Supply network:
Scale: 3 px per um. Pins as bars on the die edge. Tap cells in gray.
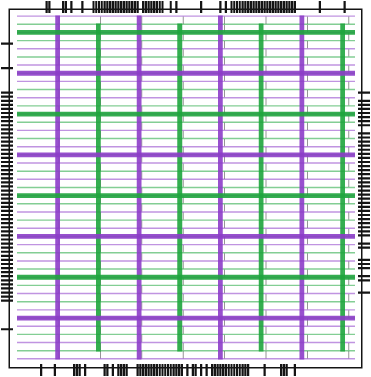
Wiring by layer:
Scale: 3 px per um.
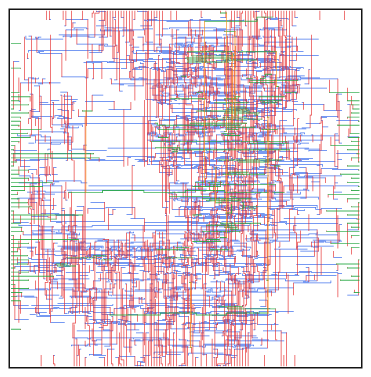
File: config.mk
export PLATFORM = sky130hd
export DESIGN_NAME = ifetch_unit
export DESIGN_NICKNAME = d
export VERILOG_FILES = /design/src/rtl/cpu_pkg.sv /design/src/rtl/next_pc_calc.sv /design/src/rtl/ifetch_unit.sv
export SDC_FILE = /design/constraint.sdc
export NUM_CORES = 1
export LEC_CHECK = 0
export CORE_AREA = 2 2 115 117
export DETAILED_ROUTE_END_ITERATION = 6
export DIE_AREA = 0 0 117 119
export PLACE_DENSITY = 0.95
export SYNTH_ARGS = -nofsm -noshare
export SYNTH_HDL_FRONTEND = slang
export SYNTH_HIERARCHICAL = 1
export SYNTH_SLANG_ARGS = --single-unit
File: constraint.sdc
create_clock -name clk -period 6.55 [get_ports clk]
set_clock_uncertainty 0.15 [all_clocks]
set_input_delay 1.31 -clock clk [delete_from_list [all_inputs] [get_ports clk]]
set_output_delay 1.31 -clock clk [all_outputs]
set_load 0.03 [all_outputs]
File: src/rtl/cpu_pkg.sv
// Shared CPU definitions: fetch FSM state encoding, opcode constants, branch offset helper.
package cpu_pkg;

   localparam int unsigned INSTR_W = 32;

   localparam logic [5:0] OP_J    = 6'h02;
   localparam logic [5:0] OP_BEQ  = 6'h04;
   localparam logic [5:0] OP_BNE  = 6'h05;
   localparam logic [5:0] OP_HALT = 6'h3F;

   typedef enum logic [1:0] {
      StIdle  = 2'd0,
      StFetch = 2'd1,
      StExec  = 2'd2,
      StHalt  = 2'd3
   } fetch_state_e;

   // Sign-extended word offset of a branch immediate, already scaled to bytes.
   function automatic logic [INSTR_W-1:0] branch_offset(input logic [15:0] imm);
      return {{14{imm[15]}}, imm, 2'b00};
   endfunction

endpackage

File: src/rtl/next_pc_calc.sv
// Next-PC datapath: pc+4, branch and jump targets, and the jump > branch > sequential mux.
module next_pc_calc
   import cpu_pkg::*;
(
   input  logic [INSTR_W-1:0] pc,
   input  logic [25:0]        instr_idx,
   input  logic               jump,
   input  logic               branch,
   output logic [INSTR_W-1:0] pc_plus4,
   output logic [INSTR_W-1:0] next_pc
);

   logic [INSTR_W-1:0] branch_target;
   logic [INSTR_W-1:0] jump_target;

   assign pc_plus4      = pc + 32'd4;
   assign branch_target = pc_plus4 + branch_offset(instr_idx[15:0]);
   assign jump_target   = {pc_plus4[31:28], instr_idx, 2'b00};

   always_comb begin
      next_pc = pc_plus4;
      if (jump) begin
         next_pc = jump_target;
      end else if (branch) begin
         next_pc = branch_target;
      end
   end

endmodule

File: src/rtl/ifetch_unit.sv
// Instruction-fetch stage: PC, imem req/ack handshake, instruction register, halt state.
// Define IFETCH_RETIRE_CNT_EN to enable the retired-instruction counter.
module ifetch_unit
   import cpu_pkg::*;
#(
   parameter logic [31:0] RESET_PC = 32'h0000_0000
) (
   input  logic               clk,
   input  logic               rst_n,
   output logic               imem_req,
   output logic [31:0]        imem_addr,
   input  logic               imem_ack,
   input  logic [INSTR_W-1:0] imem_rdata,
   output logic [INSTR_W-1:0] instr,
   output logic               instr_valid,
   output logic [5:0]         op,
   output logic [5:0]         funct,
   output logic [31:0]        pc,
   output logic [31:0]        pc_plus4,
   input  logic               PCwrt,
   input  logic               jump,
   input  logic               branch,
   output logic               halted,
   output logic [31:0]        retired_cnt
);

   localparam logic [31:0] PcInit = {RESET_PC[31:2], 2'b00};

   fetch_state_e       state_q, state_d;
   logic [31:0]        pc_q, pc_d;
   logic [INSTR_W-1:0] instr_q, instr_d;
   logic               req_q, req_d;
   logic               valid_q, valid_d;
   logic               halted_q, halted_d;
   logic [31:0]        next_pc;

   next_pc_calc u_next_pc_calc (
      .pc        (pc_q),
      .instr_idx (instr_q[25:0]),
      .jump      (jump),
      .branch    (branch),
      .pc_plus4  (pc_plus4),
      .next_pc   (next_pc)
   );

   always_comb begin
      state_d = state_q;
      pc_d    = pc_q;
      instr_d = instr_q;
      case (state_q)
         StIdle:  state_d = StFetch;
         StFetch: begin
            if (imem_ack) begin
               instr_d = imem_rdata;
               state_d = StExec;
            end
         end
         StExec: begin
            if (PCwrt) begin
               pc_d    = next_pc;
               state_d = StFetch;
            end else begin
               state_d = StHalt;
            end
         end
         StHalt:  state_d = StHalt;
         default: state_d = StIdle;
      endcase
      // Status outputs are registered from the next state so they align with state_q.
      req_d    = (state_d == StFetch);
      valid_d  = (state_d == StExec);
      halted_d = (state_d == StHalt);
   end

   always_ff @(posedge clk or negedge rst_n) begin
      if (!rst_n) begin
         state_q  <= StIdle;
         pc_q     <= PcInit;
         instr_q  <= '0;
         req_q    <= 1'b0;
         valid_q  <= 1'b0;
         halted_q <= 1'b0;
      end else begin
         state_q  <= state_d;
         pc_q     <= pc_d;
         instr_q  <= instr_d;
         req_q    <= req_d;
         valid_q  <= valid_d;
         halted_q <= halted_d;
      end
   end

`ifdef IFETCH_RETIRE_CNT_EN
   logic [31:0] retired_q, retired_d;

   always_comb begin
      retired_d = retired_q;
      if (state_q == StExec && PCwrt) begin
         retired_d = retired_q + 32'd1;
      end
   end

   always_ff @(posedge clk or negedge rst_n) begin
      if (!rst_n) begin
         retired_q <= '0;
      end else begin
         retired_q <= retired_d;
      end
   end

   assign retired_cnt = retired_q;
`else
   assign retired_cnt = '0;
`endif

   assign imem_req    = req_q;
   assign imem_addr   = pc_q;
   assign instr       = instr_q;
   assign instr_valid = valid_q;
   assign op          = instr_q[31:26];
   assign funct       = instr_q[5:0];
   assign pc          = pc_q;
   assign halted      = halted_q;

endmodule

==> flow_summary.html <==
<!-- implementation run metrics -->
<table>
<tr><th>Metric</th><th>Value</th></tr>
<tr><th colspan="2">Layout</th></tr>
<tr><td>Area taken by multi-input logic gates</td><td>3918 um2</td></tr>
<tr><td>Most common logic cells in the final layout</td><td>clkdlybuf4s50_1, dfrtp_1, mux2_4</td></tr>
<tr><td>Most frequently placed logic cell in the final layout</td><td>clkdlybuf4s50_1</td></tr>
<tr><td>Fillers</td><td>1061</td></tr>
<tr><td>Ratio of cells with drive above 1 in the final layout</td><td>12.36%</td></tr>
<tr><th colspan="2">Drt</th></tr>
<tr><td>DRT met1 WL</td><td>7249 um</td></tr>
<tr><td>Initial detailed-routing violation count</td><td>278</td></tr>
<tr><td>Routed length on met2</td><td>8129 um</td></tr>
<tr><th colspan="2">Power</th></tr>
<tr><td>Power attributed to sequential cells</td><td>590 uW</td></tr>
<tr><td>Group drawing the most power</td><td>combinational cells</td></tr>
<tr><td>Power per Cell Area</td><td>270.2 nW/um2</td></tr>
<tr><td>Part of the total power dissipated in combinational logic</td><td>50.9%</td></tr>
<tr><td>Net switching fraction of the power</td><td>42.24%</td></tr>
<tr><td>Cell leakage power</td><td>3.760 nW</td></tr>
<tr><td>Power consumption</td><td>2.182 mW</td></tr>
<tr><td>Clock network fraction of design power</td><td>22.1%</td></tr>
<tr><td>Sequential share of power</td><td>27.1%</td></tr>
<tr><th colspan="2">Global route</th></tr>
<tr><td>Antenna violations before repair</td><td>0</td></tr>
<tr><td>Met3 usage</td><td>4.936%</td></tr>
<tr><td>Met2 GRT Util</td><td>39.13%</td></tr>
<tr><td>Met1 track demand over resource in global routing</td><td>34.22%</td></tr>
<tr><th colspan="2">Logic synthesis</th></tr>
<tr><td>Gate count of the mapped netlist</td><td>674</td></tr>
<tr><td>Most frequently used flop master after synthesis</td><td>dfrtp_1</td></tr>
<tr><td>Area leader, netlist</td><td>dfrtp_1</td></tr>
<tr><td>Yosys top cell by instances</td><td>buf_4</td></tr>
<tr><td>Yosys warning count</td><td>6</td></tr>
<tr><td>Synth top cells by count</td><td>buf_4, dfrtp_1, mux2_4</td></tr>
<tr><td>Post-Syn Area per Cell</td><td>9.449 um2</td></tr>
<tr><td>Share of async-settable or async-resettable flops after synthesis</td><td>100.0%</td></tr>
<tr><td>Top post-synthesis cells by area</td><td>dfrtp_1, mux2_4, buf_4</td></tr>
<tr><th colspan="2">Die</th></tr>
<tr><td>Top Ports</td><td>213</td></tr>
<tr><td>Die H</td><td>119 um</td></tr>
<tr><td>Core area</td><td>12870 um2</td></tr>
<tr><td>Horizontal die dimension</td><td>117 um</td></tr>
<tr><th colspan="2">Place</th></tr>
<tr><td>Detailed-placement wirelength estimate</td><td>12730 um</td></tr>
<tr><th colspan="2">Final timing</th></tr>
<tr><td>Number of pins with negative max-slew slack in the final report</td><td>0</td></tr>
<tr><td>Unrepaired setup endpoints after global routing</td><td>false</td></tr>
<tr><td>Period minus WS final</td><td>4.844 ns</td></tr>
<tr><td>Final number of setup-violating endpoints</td><td>0</td></tr>
<tr><td>Worst slew margin</td><td>32.16%</td></tr>
<tr><td>Final Hold Viols</td><td>0</td></tr>
<tr><td>Pin slew with the least headroom to its limit</td><td>1.018 ns</td></tr>
<tr><th colspan="2">Hold path</th></tr>
<tr><td>Min-Delay Path Class</td><td>flip-flop to flip-flop</td></tr>
<tr><th colspan="2">Setup path</th></tr>
<tr><td>Type of destination of the critical path</td><td>output pin</td></tr>
<tr><td>Worst Path Class, Setup</td><td>flip-flop to output pin</td></tr>
<tr><td>Signal arrival time at the worst endpoint</td><td>3.38 ns</td></tr>
<tr><th colspan="2">Clocking</th></tr>
<tr><td>Setup bufs post-CTS</td><td>0</td></tr>
<tr><td>Clock tree from TritonCTS</td><td>yes</td></tr>
<tr><td>Buffer type at the clock tree root</td><td>clkbuf_16</td></tr>
<tr><th colspan="2">Status</th></tr>
<tr><td>Result of the run</td><td>completed</td></tr>
</table>
-- 'supply network' (at the start) --
| net | color |
|---|---|
| VSS | purple |
| VDD | green |
signal pins: 213
rows: 42

-- 'wiring by layer' (at the start) --
| layer | color | wire length |
|---|---|---|
| met4 | orange | 307 um |
| met2 | red | 8130 um |
| met1 | blue | 7250 um |
| met3 | green | 1390 um |
total track usage: 24.78%
routed wire length per instance: 17.47 um
detailed-route wire length: 17070 um
via count: 5521

## through the flow
stage	hold WS [ns]	instance area, um2	setup slack, ns
3_3_place_gp	0.3639	7782	2.092
6_report	0.3841	8075	1.706
4_1_cts	0.3895	8075	1.756
5_1_grt	0.4095	8075	1.410
2_1_floorplan	0.3962	6485	1.754
3_5_place_dp	0.3770	7782	1.915
## critical path, cell delays in order (launching register included)
cell and delay (ns):
dfrtp_1 0.46, ha_1 0.25, nand2_1 0.15, nor4_2 0.63, and2_1 0.31, nand3_1 0.12, xnor2_1 0.37, clkdlybuf4s50_1 0.75
## cell families (layout without fill, tap and decap cells)
group | Yosys count | after routing | share of synthesized area, %
flops | 69 | 69 | 27.11
xor+xnor | 47 | 47 | 6.464
fa+ha+maj | 37 | 37 | 7.387
compound gates | 145 | 145 | 14.66
other cells | 1 | 32 | 0.05888
buf+inv | 131 | 227 | 13.20
mux | 82 | 82 | 17.64
simple gates | 162 | 162 | 13.48
## flip-flops by register name, summed over array words and instances (netlist names)
register     count
state_q          2
instr_valid      1
instr           32
imem_req         1
imem_addr       32
halted           1
## area by class of cell
type,instances,share of cell area (%)
multi-input cells,505,48.51
repair buffers,182,22.40
clock inverters,5,0.6198
clock buffers,11,3.006
flip-flops and latches,69,21.38
well taps,176,2.727
inverters,29,1.348
## worst paths after layout
path                                    from            end  slack (ns)  cells after the start
worst max-delay path            imem_addr[2]   pc_plus4[28]        1.71                      7
worst min-delay path               instr[16]      instr[16]        0.38                      1
worst max register to register  imem_addr[2]  imem_addr[31]        1.80                     15
worst min register to register     instr[16]      instr[16]        0.38                      1
max in group asynchronous              rst_n       instr[4]        4.72                      1
min in group asynchronous              rst_n  imem_addr[30]        0.95                      1
No activity file was given, so power comes from the tool's default toggle rates.
